==> config.mk <==
export PLATFORM = sky130hd
export DESIGN_NAME = iter_muldiv_unit_flat
export DESIGN_NICKNAME = d
export VERILOG_FILES = /design/src/rtl/iter_muldiv_if.sv /design/src/rtl/iter_muldiv_unit.sv /design/src/flat_wrapper.sv
export SDC_FILE = /design/constraint.sdc
export NUM_CORES = 2
export LEC_CHECK = 0
export CAP_MARGIN = 20
export CORE_MARGIN = 1
export CORE_UTILIZATION = 35
export DETAILED_ROUTE_END_ITERATION = 6
export PLACE_DENSITY_LB_ADDON = 0.3
export SLEW_MARGIN = 10
export SYNTH_ARGS = -nofsm -noshare
export SYNTH_HDL_FRONTEND = slang
export SYNTH_SLANG_ARGS = --single-unit
==> constraint.sdc <==
create_clock -name clk -period 6.6 [get_ports clk]
set_input_delay 0.99 -clock clk [delete_from_list [all_inputs] [get_ports clk]]
set_output_delay 0.99 -clock clk [all_outputs]
set_load 0.02 [all_outputs]
==> images/met1.png <==
Bar = 100 um.
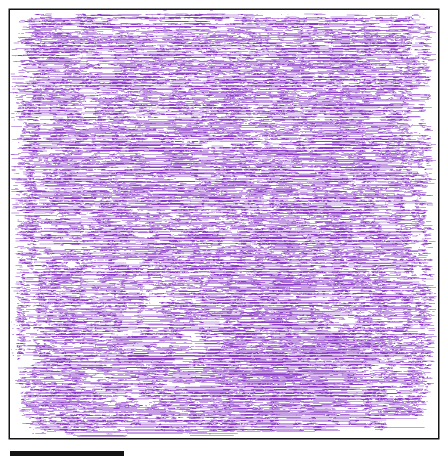
longest straight run: 144 um
wire length on this layer: 138 mm
main direction: horizontal
total detailed-routing wirelength: 342 mm
met1 routing resource usage after global routing: 60.4%

==> images/met2.png <==
Bar = 100 um. Cells faint in the background.
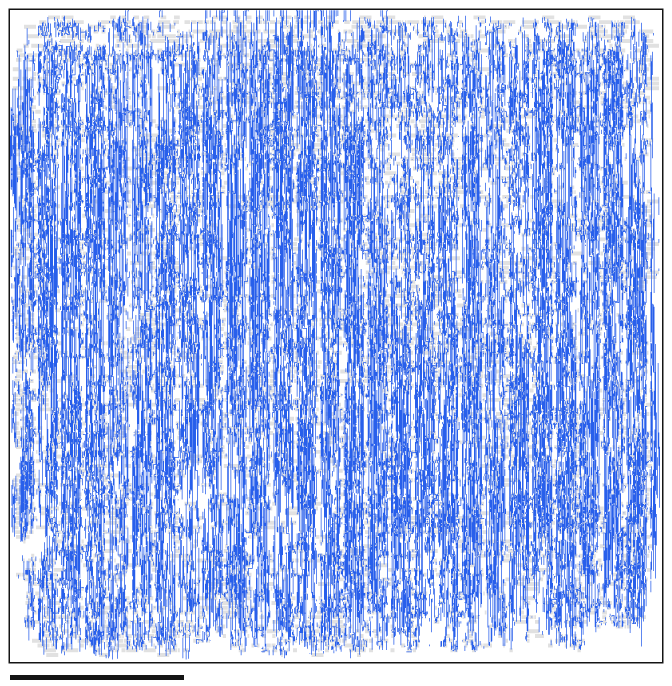
wire length on this layer: 139 mm
nets with wire on the layer: 7,251
met2 routing resource usage after global routing: 67.6%
total number of vias: 67,111

==> images/met3.png <==
Bar = 100 um. Cells faint in the background.
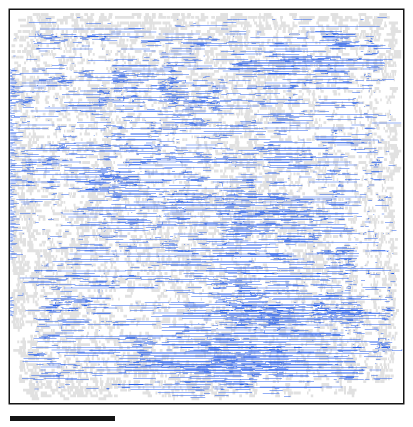
nets with wire on the layer: 1,659
wire length on this layer: 41.4 mm
global-route met3 utilization: 14.1%

==> run summary <==
Quick summary of the implementation run below.

The flow ran to the end, but the final reports show violations. The proportion of cell area spent on the clock network came out at 3.25%. The combined area of all synthesized cells is 0.0488 mm2. The length of routed wiring on met1 came out at approximately 140 mm. The share of flip-flops with an asynchronous set or reset after synthesis is 0%.

The worst register-to-register path has a setup slack of -50 ps. The post-detailed-route DRC marker count is 12. The total number of yosys warnings came out at 0. The core area came out at roughly 0.14 mm2. The global-route congestion overflow total came out at 0. The number of global-route vias before repair is between 60,000 and 70,000. The later-pin clock latency in the skew report is ~730 ps. The post-synth count of flops with an enable pin is 0. Per the detail_route report, vias per standard cell equal about 6.6. The timing report attributes the biggest portion of critical-path delay to simple AND/OR/NAND/NOR gates. The count of placed standard cells including taps came out at approximately 10,000. The final hold slack is roughly 480 ps.

In this run the top signal layer used is met5. Setup repair after global routing could not meet its margin everywhere. For reference, the placement row count at floorplan is about 140.

Looking at the power breakdown, sequential logic takes 24.6% of the total. Walking the worst path, the cells encountered are ha_1 > nand4_1 > nor4_4 > and3_1 > a31oi_2 > o211a_2 > buf_12 > buf_4 > a31oi_1 > a22oi_1 > buf_4 > o41ai_1 > buf_4 > nand3_1 > or4b_2 > or4_1 > buf_4 > and2_1 > buf_4 > xor2_1 > a221oi_1 > o32ai_1. Across the run, the number of max-cap violations was 0. The count of multi-input combinational gates came out at 6,142.

The total sequential power is ~2600 uW. The switching power of the nets came out at roughly 4400 uW. Multi-input logic gates represent a cell area share of between 60 and 70%. In the placement report, post-DP HPWL is listed as around 280 mm. The largest net degree at the start of global routing came out at between 150 and 200. The remaining antenna violation count after routing is 0. The sequential fraction of the synthesis area is around 16%.

The combinational logic power came out at about 4400 uW. The fraction of the cycle the final worst path needs came out at 101%. In the layout the commonest cells are 1,230 x sky130_fd_sc_hd__buf_4, 938 x sky130_fd_sc_hd__nor2_1, 689 x sky130_fd_sc_hd__nand2_1, 650 x sky130_fd_sc_hd__a21oi_1, 517 x sky130_fd_sc_hd__o21ai_0. The detailed-routing iteration count for the pre-antenna-repair pass is 7.

The minimum clock period after layout is about 6700 ps. The worst endpoint required time is between 7000 and 8000 ps. The cell depth of the worst flop-to-flop path is 22. Wire segments on met3 add up to roughly 41 mm in the final route. Buffers inserted during clock tree synthesis total 55. Yosys stat counts ~7,300 cells in the synthesized netlist.

The final reports fail on DRC, setup timing. Sorting the Yosys area breakdown by cell type puts at the top sky130_fd_sc_hd__dfxtp_1. Endpoints failing hold in the final report were tallied at 0. The die is roughly 380 um tall.

The number of nets handed over by synthesis was around 7,600. With fillers left out, the area of the finished cells amounts to 0.0634 mm2. The clock network power share came out at between 30% and 40%.

The first global-routing pass estimated 471 mm of wire. The instance area at placement is between 0.06 and 0.07 mm2. The fraction of the core area occupied by cells at floorplan is 35.4%. In this run the number of cells on the critical path is 22.

The class of the tightest hold or removal check is reg -> reg. The final weighted congestion of routability-driven global placement is 1.12. The all-layer global routing usage came out at a little under half. The worst slew margin relative to its limit came out at between 10% and 20%.

The final worst setup slack is -52.0 ps. After global routing, the most crowded layer is met2. The final setup skew is ~50 ps. The maximum vdd drop is 0.000207 V. The post-route netlist has about a fifth of its cells at a drive strength greater than 1. The chip area line of the yosys report came out at between 0.04 and 0.05 mm2.

The DRC marker count from the first detailed-route iteration is 10,597. The final tally of setup violations came out at 2. The script extracted a total leakage power of between 0.02 and 0.025 uW. The timing report shows the most common cell along the critical path to be sky130_fd_sc_hd__buf_4.

The number of cells produced by synthesis came out at 7,259. The fraction of area in registers came out at 12.7%. The number of standard cells in the layout, taps in and fillers out came out at between 10,000 and 15,000.
Power figures rest on the tool's default switching activity, not on a simulated workload.
